===== src/rtl/seg_display_pkg.sv =====
// Shared constants and helpers for the multiplexed seven-segment display path.
package seg_display_pkg;

    localparam int         NUM_DIGITS          = 4;
    localparam int         REFRESH_DIV_DEFAULT = 100000;
    localparam logic [3:0] ANODE_OFF           = 4'b1111;
    localparam logic       DP_OFF              = 1'b1;

    // Active-low one-hot anode select for a digit position.
    function automatic logic [3:0] anode_sel(input logic [1:0] idx);
        return ~(4'b0001 << idx);
    endfunction

endpackage


===== src/rtl/seg_display_scanner_prescaler.sv =====
// Modulo-N counter producing a one-cycle tick on its terminal count.
module refresh_prescaler #(
    parameter int DIV = 4,
    parameter int W   = 3
) (
    input  logic clk,
    input  logic reset,
    output logic tick_o
);

    logic [W-1:0] cnt_q;
    logic [W-1:0] cnt_d;

    assign tick_o = (cnt_q == W'(DIV - 1));

    always_comb begin
        cnt_d = cnt_q + W'(1);
        if (tick_o) begin
            cnt_d = '0;
        end
    end

    always_ff @(posedge clk) begin
        if (reset) begin
            cnt_q <= '0;
        end else begin
            cnt_q <= cnt_d;
        end
    end

endmodule


===== src/rtl/seg_display_scanner.sv =====
// Scans a 16-bit value across four common-anode digits, one nibble per slot,
// with optional leading-zero blanking and per-digit decimal points.
module seg_display_scanner
    import seg_display_pkg::*;
#(
    parameter int REFRESH_DIV = REFRESH_DIV_DEFAULT,
    parameter int CNT_W       = 17
) (
    input  logic        clk,
    input  logic        reset,
    input  logic [15:0] value_in,
    input  logic        load,
    input  logic [3:0]  dp_in,
    input  logic        lz_blank_en,
    output logic [3:0]  hex_out,
    output logic [3:0]  an_out,
    output logic        dp_out,
    output logic [1:0]  digit_idx
);

    logic        tick;
    logic [15:0] value_q, value_d;
    logic [1:0]  idx_q, idx_d;
    logic [3:0]  hex_q, hex_d;
    logic [3:0]  an_q, an_d;
    logic        dp_q, dp_d;
    logic [1:0]  idx_nxt;
    logic        blank;

    refresh_prescaler #(
        .DIV (REFRESH_DIV),
        .W   (CNT_W)
    ) u_prescaler (
        .clk    (clk),
        .reset  (reset),
        .tick_o (tick)
    );

    assign idx_nxt = idx_q + 2'd1;

    // A digit is a leading zero when it and every digit left of it is zero.
    always_comb begin
        blank = 1'b0;
        unique case (idx_nxt)
            2'd0: blank = 1'b0;
            2'd1: blank = (value_q[15:4] == 12'h000);
            2'd2: blank = (value_q[15:8] == 8'h00);
            2'd3: blank = (value_q[15:12] == 4'h0);
        endcase
        blank = blank & lz_blank_en;
    end

    always_comb begin
        value_d = value_q;
        idx_d   = idx_q;
        hex_d   = hex_q;
        an_d    = an_q;
        dp_d    = dp_q;
        if (load) begin
            value_d = value_in;
        end
        if (tick) begin
            idx_d = idx_nxt;
            hex_d = value_q[{idx_nxt, 2'b00} +: 4];
            if (blank) begin
                an_d = ANODE_OFF;
                dp_d = DP_OFF;
            end else begin
                an_d = anode_sel(idx_nxt);
                dp_d = ~dp_in[idx_nxt];
            end
        end
    end

    always_ff @(posedge clk) begin
        if (reset) begin
            value_q <= 16'h0000;
            idx_q   <= 2'd3;
            hex_q   <= 4'h0;
            an_q    <= ANODE_OFF;
            dp_q    <= DP_OFF;
        end else begin
            value_q <= value_d;
            idx_q   <= idx_d;
            hex_q   <= hex_d;
            an_q    <= an_d;
            dp_q    <= dp_d;
        end
    end

    assign hex_out   = hex_q;
    assign an_out    = an_q;
    assign dp_out    = dp_q;
    assign digit_idx = idx_q;

endmodule


===== config.mk =====
export PLATFORM = sky130hd
export DESIGN_NAME = seg_display_scanner
export DESIGN_NICKNAME = d
export VERILOG_FILES = /design/src/rtl/seg_display_pkg.sv /design/src/rtl/seg_display_scanner_prescaler.sv /design/src/rtl/seg_display_scanner.sv
export SDC_FILE = /design/constraint.sdc
export NUM_CORES = 1
export LEC_CHECK = 0
export CORE_ASPECT_RATIO = 1.75
export CORE_MARGIN = 2
export CORE_UTILIZATION = 44
export DETAILED_ROUTE_END_ITERATION = 7
export GPL_ROUTABILITY_DRIVEN = 0
export GPL_TIMING_DRIVEN = 0
export PLACE_DENSITY = 0.69
export SLEW_MARGIN = 20
export SYNTH_ARGS = -nofsm -noshare
export SYNTH_HDL_FRONTEND = slang
export SYNTH_SLANG_ARGS = --single-unit

===== constraint.sdc =====
create_clock -name clk -period 2.6 [get_ports clk]
set_input_delay 0.65 -clock clk [delete_from_list [all_inputs] [get_ports clk]]
set_output_delay 0.65 -clock clk [all_outputs]
set_load 0.01 [all_outputs]

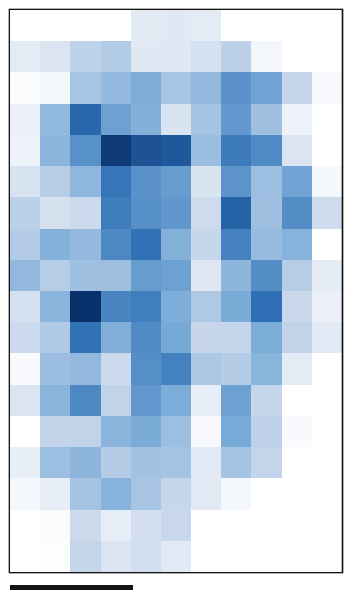
Fig. 1. Signal metal coverage by tile.
Scale bar: 20 µm. The die is cut into 11 by 18 equal tiles; white is low, dark blue is high, scaled to the fullest tile. Values are wire area over tile area, all layers added.
- emptiest ninth of the die: lower right
- fullest tile: 0.43
- tiles over half the peak: 20%
- mean over tiles: 0.13
- densest ninth of the die: center
combined global-route utilization of all metal layers: 18.9%
WL per Instance: 14.9 µm

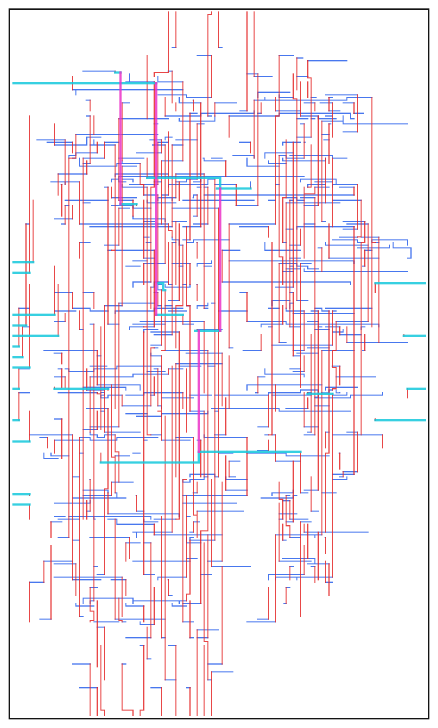
Fig. 2. Metal layers overlaid.
- red: met2 (wire length 2410 µm)
- blue: met1 (wire length 1480 µm)
- cyan: met3 (wire length 128 µm)
- magenta: met4 (wire length 80.9 µm)
vias post-DR: 1488
Post-Route WL: 4100 µm

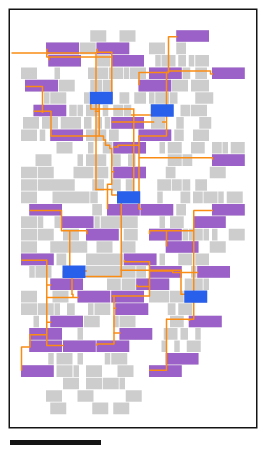
Fig. 3. Clock network drawn from the DEF.
Scale bar: 20 µm.
- orange: clock wires (length 541 µm)
- blue: cells driving clock nets (count 5)
- purple: flip-flops (count 44)
- flops lie: widely spread
- routed clock nets: 6
Latency at later pin: 300 ps
power of the clock network: 0.541 mW
part of the power in the clock network: 40.3%

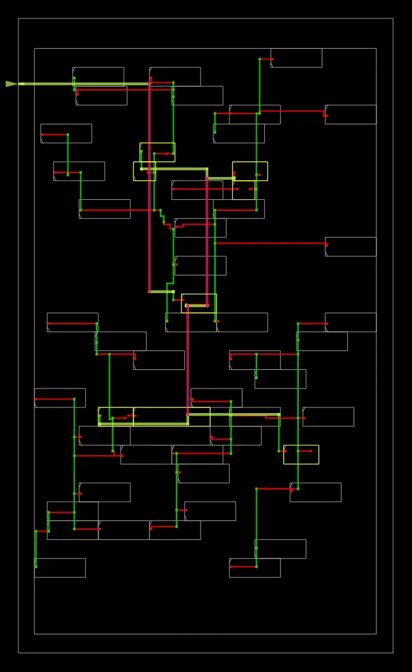
Fig. 4. The clock network.
clock buffer count: 5
number of CTS-inserted buffers: 5

==> summary.txt <==
Summary of the current implementation state.

- Across all checked pins, the minimum headroom to the slew limit is 68.6%.
- The number of cells on the worst reg-to-reg path is 6, for reference.
- The power per unit of standard cell area is 555 nW/µm², for reference.
- The number of nets still failing antenna checks after routing is 0, for reference.
- Hold repair after CTS inserted 0 buffers.
- The I/O pin count is 35, for reference.
- The finished cells cover 2420 µm².
- The clock root buffer is sky130_fd_sc_hd__clkbuf_8, for reference.
- The total buffers and inverters traversed by the critical path is 3, for reference.
- The critical path capture point type is a flop, for reference.
- The most common logic cells in the final layout are sky130_fd_sc_hd__dfxtp_1 (44), sky130_fd_sc_hd__nor2_1 (33), sky130_fd_sc_hd__clkdlybuf4s50_1 (32).
- Per the run report, area growth between synthesis and finish was 25.9%.
- For reference, the top cells by area after synthesis are sky130_fd_sc_hd__dfxtp_1 (46%), sky130_fd_sc_hd__mux2i_1 (8.3%), sky130_fd_sc_hd__nor2_1 (6.5%).
- After synthesis the cells add up to 1920 µm².
- The total core area is 4150 µm², for reference.
- After the first detailed-routing iteration, the DRC count stood at 13.
- For this run, the number of standard cells in the final layout without fillers is 275.
- The endpoint required time on the critical path is 2810 ps, for reference.
- Per the placement report, the placed cell count is 267.
- The post-route clock period utilization is 94.4%, for reference.
- The warning count from the yosys run is 0, for reference.
- Setup repair after global routing left no endpoint under its margin.
- The number of setup violations in the final report is 0, for reference.
- At the placement stage, the worst setup path has a slack of 133 ps.
- The synthesis report names the predominant flop master as sky130_fd_sc_hd__dfxtp_1.
- The number of distinct standard cells referenced by the synthesized netlist is 39, for reference.
- The via count of the first global-routing pass is 1493, for reference.
- Per the CTS log, the maximum H-tree level is 2.
- The worst path arrival time is 2660 ps, for reference.
- The first global-routing pass estimated 6810 µm of wire.
- Once routing completed, OpenROAD measured the worst setup slack at 144 ps.
- Once the clock tree was built, the resizer swapped 0 gates to a different size.
- The share of Yosys cell area claimed by the top area cell type is 45.9%, for reference.
- The worst flop-to-flop path endpoint is hex_out[0], for reference.
- The register clock-pin slew on the reported worst setup and hold paths is 90 ps, for reference.
- The cell area after placement is 2300 µm², for reference.
- Listed in order, past its start point the critical path passes clkbuf_1 -> inv_1 -> ha_1 -> buf_1 -> mux4_2 -> a22o_1.
- The length of the first detailed-routing pass in iterations is 4, for reference.
- In the floorplan report the effective utilization is 46.2%.
- The synthesized chip area reported by yosys is 1920 µm², for reference.
- The multiplexer share of the synthesized area is 14.2%, for reference.
- The final max-slew violation count is 0, for reference.
- The tree built by TritonCTS fans out to 44 sinks.
- STA classifies the critical path startpoint as a flop.
- The TritonCTS clock tree is done, for reference.
- The cell with the largest stage delay on the worst path is sky130_fd_sc_hd__mux4_2, for reference.
- The core utilization of the finished layout is 58.2%, for reference.
- The number of input and output port buffers inserted is 32, for reference.
- Per the CTS log, the buffer count on the longest clock path is 2.
- The synthesis run shows the most used standard cells to be sky130_fd_sc_hd__dfxtp_1 (44), sky130_fd_sc_hd__nor2_1 (33), sky130_fd_sc_hd__mux2i_1 (16).
- The yosys cell count is 186, for reference.
- The final-stage net count is 255, for reference.
- The global route total overflow is 0, for reference.
- The cell-mix breakdown from Yosys lists the compound-gate area share as 6.19%.
- The die is 91.4 µm tall.
- The dominant delay contributor by cell family on the critical path is buffers and inverters, for reference.
- In the routed design, unresolved DRC markers number 0.
- The count of state elements after synthesis is 44, for reference.
- The flow ran to the end, and the final reports show no timing, DRC or antenna violations.
- Summing the areas of all xor and xnor instances in the mapped netlist gives 5.93% of the synthesized area.
- The number of cells produced by synthesis is 186, for reference.
- The final sum of negative setup slack is 0 ps, for reference.
- At the pin with the least slew margin, the transition time is 471 ps.
## cell type report
class	count	area (µm²)	area share (%)
multi-input cells	128	966	40.0
flip-flops and latches	44	881	36.4
repair buffers	32	320	13.3
clock buffers	5	68.8	2.85
plain buffers	11	61.3	2.54
well taps	49	61.3	2.54
clock inverters	3	47.5	1.97
inverters	3	11.3	0.466
## sequential cells by signal, indices dropped and copies added (netlist names)
name,flops
value_q,16
digit_idx,2
hex_out,4
u_prescaler.cnt_q,17
an_out,4
dp_out,1
## worst min path at each step
stage               slack, ps              endpoint                 start
floorplan                 430  u_prescaler.cnt_q[0]  u_prescaler.cnt_q[0]
global placement          440  u_prescaler.cnt_q[0]  u_prescaler.cnt_q[0]
detailed placement        450  u_prescaler.cnt_q[0]  u_prescaler.cnt_q[0]
CTS                       470  u_prescaler.cnt_q[0]  u_prescaler.cnt_q[0]
global route              500             an_out[3]             an_out[3]
finish                    470  u_prescaler.cnt_q[0]  u_prescaler.cnt_q[0]
## routing by layer
layer / global-route usage (%) / wire length [µm] / vias to the layer above
li1: - / - / 746
met5: 0 / 0 / -
met3: 4.61 / 127 / 8
met2: 35.1 / 2410 / 31
met4: 7.05 / 80 / 0
met1: 18.6 / 1480 / 703
## worst reg2reg max path, stage by stage, from the launching register on
cell,delay (ps)
sky130_fd_sc_hd__dfxtp_1,420
sky130_fd_sc_hd__clkbuf_1,370
sky130_fd_sc_hd__inv_1,160
sky130_fd_sc_hd__ha_1,300
sky130_fd_sc_hd__buf_1,330
sky130_fd_sc_hd__mux4_2,570
sky130_fd_sc_hd__a22o_1,200
## power breakdown
group,total (mW),switching (mW),internal [mW]
Combinational,0.0936,0.0360,0.0577
Sequential,0.707,0.0153,0.692
Clock,0.541,0.251,0.290
Total,1.34,0.303,1.04
No activity file was given, so power comes from the tool's default toggle rates.
